### config.mk
export PLATFORM = sky130hd
export DESIGN_NAME = hdmi_stream_aligner
export DESIGN_NICKNAME = d
export VERILOG_FILES = /design/src/rtl/hdmi_stream_aligner.sv
export SDC_FILE = /design/constraint.sdc
export NUM_CORES = 1
export LEC_CHECK = 0
export ABC_AREA = 1
export CAP_MARGIN = 5
export CORE_ASPECT_RATIO = 1.1
export CORE_MARGIN = 2
export CORE_UTILIZATION = 45
export DETAILED_ROUTE_END_ITERATION = 10
export GPL_ROUTABILITY_DRIVEN = 0
export GPL_TIMING_DRIVEN = 1
export PLACE_DENSITY = 0.72
export SLEW_MARGIN = 20
export SYNTH_ARGS = -nofsm -noshare
export SYNTH_HDL_FRONTEND = slang
export SYNTH_SLANG_ARGS = --single-unit
### constraint.sdc
create_clock -name clock -period 2.9 [get_ports clock]
set_clock_uncertainty 0.1 [all_clocks]
set_input_delay 0.58 -clock clock [delete_from_list [all_inputs] [get_ports clock]]
set_output_delay 0.58 -clock clock [all_outputs]
set_load 0.01 [all_outputs]
### src/rtl/hdmi_stream_aligner.sv
// hdmi_stream_aligner
//   Live-video stage between hdmi_generator and the HDMI pins. A valid/ready
//   pixel stream tagged with start-of-frame markers is buffered in a small
//   FIFO. One pixel is popped per generator request. The timing strobes are
//   re-timed so that data_out is cycle-aligned with de_out. Underflow and
//   frame misalignment blank the output, and the block re-locks on the next
//   frame start.
//
// Ports
//   clock, reset            pixel clock, asynchronous active-low reset
//   s_data/s_sof/s_valid    input pixel stream; s_ready is FIFO-not-full
//   hs_in/vs_in/de_in/vclock_in, request, x, y   timing and request from the generator
//   hs_out/vs_out/de_out/vclock_out, data_out    timing and pixel, 2 cycles later
//   locked, underflow, misalign, clear_status    status; flags are sticky until cleared
//   level                   FIFO occupancy
module hdmi_stream_aligner #(
  parameter int HBW   = 12,
  parameter int VBW   = 11,
  parameter int DW    = 36,
  parameter int DEPTH = 16,              // power of two, >= 4
  parameter logic [DW-1:0] BLANK = {DW{1'b0}}
) (
  input  logic                     clock,
  input  logic                     reset,
  input  logic [DW-1:0]            s_data,
  input  logic                     s_sof,
  input  logic                     s_valid,
  output logic                     s_ready,
  input  logic                     hs_in,
  input  logic                     vs_in,
  input  logic                     de_in,
  input  logic                     vclock_in,
  input  logic                     request,
  input  logic [HBW-1:0]           x,
  input  logic [VBW-1:0]           y,
  output logic                     hs_out,
  output logic                     vs_out,
  output logic                     de_out,
  output logic                     vclock_out,
  output logic [DW-1:0]            data_out,
  output logic                     locked,
  output logic                     underflow,
  output logic                     misalign,
  input  logic                     clear_status,
  output logic [$clog2(DEPTH):0]   level
);

  localparam int AW = $clog2(DEPTH);
  localparam logic [AW:0] FULL_LVL = (AW+1)'(DEPTH);

  typedef enum logic [1:0] {
    HUNT  = 2'd0,
    ARMED = 2'd1,
    RUN   = 2'd2
  } state_t;

  state_t           state_r, state_nxt_s;
  logic [DW:0]      mem_r [DEPTH];
  logic [AW-1:0]    wr_ptr_r, rd_ptr_r;
  logic [AW:0]      count_r, count_nxt_s;
  logic             s_ready_r;
  logic             push_s, pop_s, empty_s, origin_s;
  logic [DW:0]      head_s;
  logic [DW-1:0]    pix_s;
  logic             ufl_set_s, mis_set_s;
  logic             underflow_r, misalign_r;
  logic [3:0]       tim_d1_r, tim_d2_r;
  logic [DW-1:0]    pix_d1_r, data_out_r;
  logic             lock_d1_r, locked_r;

  // s_ready_r already encodes !full of the current occupancy, so a pop in a
  // full cycle cannot admit a push in the same cycle.
  assign push_s   = s_valid & s_ready_r;
  assign empty_s  = (count_r == {(AW+1){1'b0}});
  assign head_s   = mem_r[rd_ptr_r];
  assign origin_s = (x == {HBW{1'b0}}) && (y == {VBW{1'b0}});

  // FIFO storage write; contents need no reset because pointers gate all reads.
  always_ff @(posedge clock) begin
    if (push_s) begin
      mem_r[wr_ptr_r] <= {s_sof, s_data};
    end
  end

  // Next occupancy from push/pop.
  always_comb begin
    count_nxt_s = count_r;
    case ({push_s, pop_s})
      2'b10:   count_nxt_s = count_r + 1'b1;
      2'b01:   count_nxt_s = count_r - 1'b1;
      default: count_nxt_s = count_r;
    endcase
  end

  // FIFO pointers, occupancy and registered ready.
  always_ff @(posedge clock or negedge reset) begin
    if (!reset) begin
      wr_ptr_r  <= {AW{1'b0}};
      rd_ptr_r  <= {AW{1'b0}};
      count_r   <= {(AW+1){1'b0}};
      s_ready_r <= 1'b0;
    end else begin
      if (push_s) wr_ptr_r <= wr_ptr_r + 1'b1;
      if (pop_s)  rd_ptr_r <= rd_ptr_r + 1'b1;
      count_r   <= count_nxt_s;
      s_ready_r <= (count_nxt_s != FULL_LVL);
    end
  end

  // Lock state machine: next state, pop decision and pixel selection.
  always_comb begin
    state_nxt_s = state_r;
    pop_s       = 1'b0;
    pix_s       = BLANK;
    ufl_set_s   = 1'b0;
    mis_set_s   = 1'b0;
    case (state_r)
      HUNT: begin
        // Drain everything up to the next frame start.
        if (!empty_s) begin
          if (head_s[DW]) begin
            state_nxt_s = ARMED;
          end else begin
            pop_s = 1'b1;
          end
        end else begin
          state_nxt_s = HUNT;
        end
      end
      ARMED: begin
        if (request && origin_s && !empty_s) begin
          pop_s       = 1'b1;
          pix_s       = head_s[DW-1:0];
          state_nxt_s = RUN;
        end else begin
          state_nxt_s = ARMED;
        end
      end
      RUN: begin
        if (request) begin
          if (empty_s) begin
            ufl_set_s   = 1'b1;
            state_nxt_s = HUNT;
          end else if (head_s[DW] && !origin_s) begin
            // Early frame start: keep it and wait for the generator's origin.
            mis_set_s   = 1'b1;
            state_nxt_s = ARMED;
          end else if (origin_s && !head_s[DW]) begin
            mis_set_s   = 1'b1;
            state_nxt_s = HUNT;
          end else begin
            pop_s = 1'b1;
            pix_s = head_s[DW-1:0];
          end
        end else begin
          state_nxt_s = RUN;
        end
      end
      default: begin
        state_nxt_s = HUNT;
      end
    endcase
  end

  // State register.
  always_ff @(posedge clock or negedge reset) begin
    if (!reset) begin
      state_r <= HUNT;
    end else begin
      state_r <= state_nxt_s;
    end
  end

  // Sticky status flags; a set event wins over a simultaneous clear.
  always_ff @(posedge clock or negedge reset) begin
    if (!reset) begin
      underflow_r <= 1'b0;
      misalign_r  <= 1'b0;
    end else begin
      if (ufl_set_s)         underflow_r <= 1'b1;
      else if (clear_status) underflow_r <= 1'b0;
      else                   underflow_r <= underflow_r;
      if (mis_set_s)         misalign_r  <= 1'b1;
      else if (clear_status) misalign_r  <= 1'b0;
      else                   misalign_r  <= misalign_r;
    end
  end

  // Two-stage output pipeline. locked follows the state being entered so it
  // rises together with the first pixel of a lock and falls with the blank.
  always_ff @(posedge clock or negedge reset) begin
    if (!reset) begin
      tim_d1_r   <= 4'b0000;
      tim_d2_r   <= 4'b0000;
      pix_d1_r   <= {DW{1'b0}};
      data_out_r <= {DW{1'b0}};
      lock_d1_r  <= 1'b0;
      locked_r   <= 1'b0;
    end else begin
      tim_d1_r   <= {hs_in, vs_in, de_in, vclock_in};
      tim_d2_r   <= tim_d1_r;
      pix_d1_r   <= pix_s;
      data_out_r <= pix_d1_r;
      lock_d1_r  <= (state_nxt_s == RUN);
      locked_r   <= lock_d1_r;
    end
  end

  assign s_ready    = s_ready_r;
  assign level      = count_r;
  assign hs_out     = tim_d2_r[3];
  assign vs_out     = tim_d2_r[2];
  assign de_out     = tim_d2_r[1];
  assign vclock_out = tim_d2_r[0];
  assign data_out   = data_out_r;
  assign locked     = locked_r;
  assign underflow  = underflow_r;
  assign misalign   = misalign_r;

endmodule

==> impl_metrics.toml <==
# generated from flow reports
[status]
run_status = "complete, but fails checks"
violated_checks = "negative setup slack"

[global_routing]
globalRoute.busiestLayer = "met2"
grt_max_degree = 101

[finish]
instances_no_fill = 3155
fin_nets = 2413
antenna_cells_inserted = 5
num-multi-input-gates = 1321
clock_buffer_cells = 89
top_register = "mem_r"
buffers_excl_clock = 206
sequential_cell_total = 692
utilization_after_layout_pct = 53.9

[placed_design]
dp_hpwl_um = 33900
placement_stage_cell_area_um2 = 29600
dpl_worst_slack_ns = -0.835

[route]
amount_of_wire_on_met2_after_detailed_routing_um = 33000
wl_met1_um = 25600

[power_and_ir_drop]
irDropWorstVdd_v = 0.000438
power_density_over_the_cells_nw_per_um2 = 720

[critical_path]
crit_path_top_delay_cell = "sky130_fd_sc_hd__dfrtp_4"
critPathMaxFanout = 7
path_delay_family = "simple AND/OR/NAND/NOR gates"
regToRegEndpoint = "s_ready"
arrival_ns = 3.60
critical_path_buf_inv_count = 5

[timing]
finalSetupTns_ns = -0.937
finalSetupViolCount = 4
fin_ws_ns = -0.310
achievable-frequency_mhz = 312

[worst_hold_path]
whs_path_depth = 0
hold_path_end = "data_out[4]"

[clock_network]
clock_insertion_delay_worst_skew_ns = 0.63
numCtsBuffers = 68

[synthesis]
yosys-stat-cells = 2181
muxShareOfSynthArea_pct = 0.0370
synth_nets = 2266
post_synth_fa_ha_maj_area_fraction_pct = 0.769
synth-async-reset-ratio_pct = 14.5
synth.comb.largest_family = "simple AND/OR/NAND/NOR gates"

[die]
io-pin-count = 118
nWellTaps = 768
chip_area_um2 = 62000
## cells in the mapped netlist (2+ instances only)
cell / instances / area share, %
sky130_fd_sc_hd__nand4_1: 4 / 0.093
sky130_fd_sc_hd__inv_1: 35 / 0.49
sky130_fd_sc_hd__o21ai_0: 4 / 0.074
sky130_fd_sc_hd__dfrtp_1: 100 / 9.3
sky130_fd_sc_hd__nor2_1: 71 / 0.99
sky130_fd_sc_hd__inv_2: 3 / 0.042
sky130_fd_sc_hd__xnor2_1: 2 / 0.065
sky130_fd_sc_hd__buf_6: 12 / 0.50
sky130_fd_sc_hd__edfxtp_1: 592 / 66
sky130_fd_sc_hd__a21oi_1: 4 / 0.074
sky130_fd_sc_hd__clkbuf_1: 23 / 0.32
sky130_fd_sc_hd__xor2_1: 6 / 0.19
sky130_fd_sc_hd__o22ai_1: 2 / 0.046
sky130_fd_sc_hd__nor3_1: 2 / 0.037
sky130_fd_sc_hd__buf_4: 5 / 0.14
sky130_fd_sc_hd__buf_1: 20 / 0.28
sky130_fd_sc_hd__ha_1: 15 / 0.69
sky130_fd_sc_hd__nand3_1: 560 / 10
sky130_fd_sc_hd__nand2_1: 640 / 8.9
sky130_fd_sc_hd__buf_2: 68 / 1.3
## power breakdown
part	internal (W)	total, W	switching [W]
registers	0.0117	0.0119	0.000225
clock network	0.00521	0.00905	0.00384
logic	0.000724	0.00214	0.00142
## worst max-delay path by stage
stage | end | slack, ns | depth (start not counted)
2_1_floorplan | mem_r[11][0] | -0.20 | 4
3_3_place_gp | s_ready | -0.70 | 22
3_5_place_dp | s_ready | -0.84 | 22
4_1_cts | s_ready | -0.31 | 22
5_1_grt | s_ready | -0.48 | 21
6_report | s_ready | -0.31 | 22
### Signal wires on met1

Bar = 50 µm. Supply wires on this layer in grey.
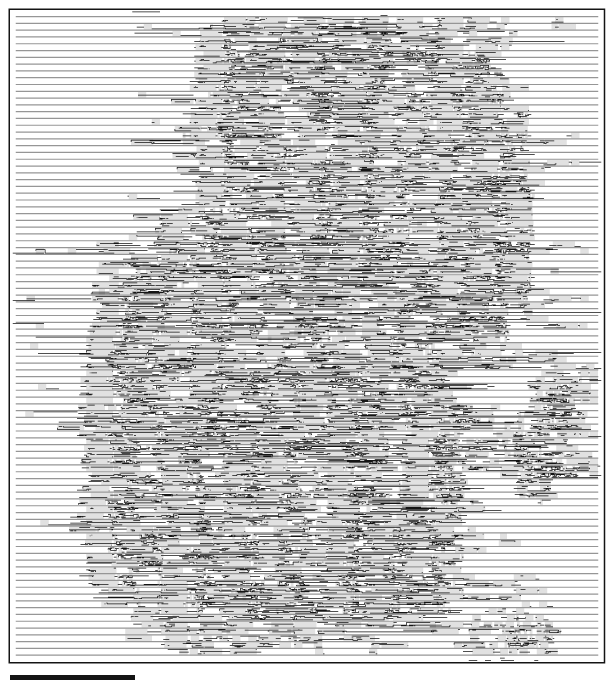
wire length on this layer	25.6 mm
share of all routed wire	38%

### Register map, names as in the netlist

Bar = 50 µm.
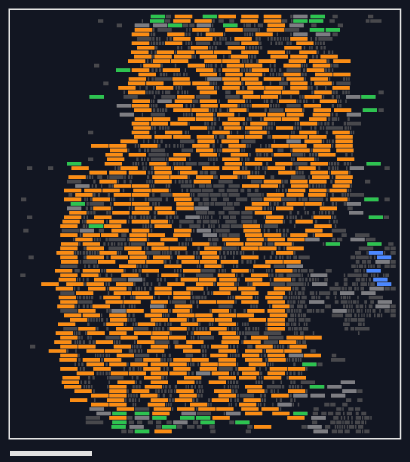
signal	colour	placed flops
`level`	blue	5
`mem_r`	orange	592
`data_out`	green	36
not coloured	59

### Wiring by layer

Only two layers are drawn.
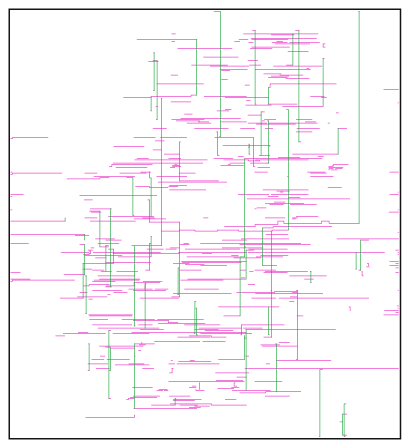
layer	colour	wire length
met4	green	1770 µm
met3	magenta	6160 µm

### Port wiring

Bar = 50 µm.
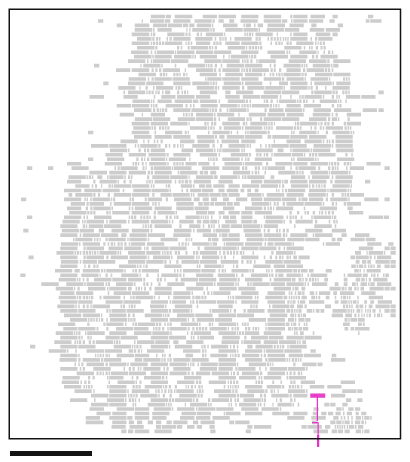
port	colour	direction	end cells	buffers	wire
`de_in`	magenta	input	1	1	31.1 µm

Power is estimated from default activity; no workload was simulated.
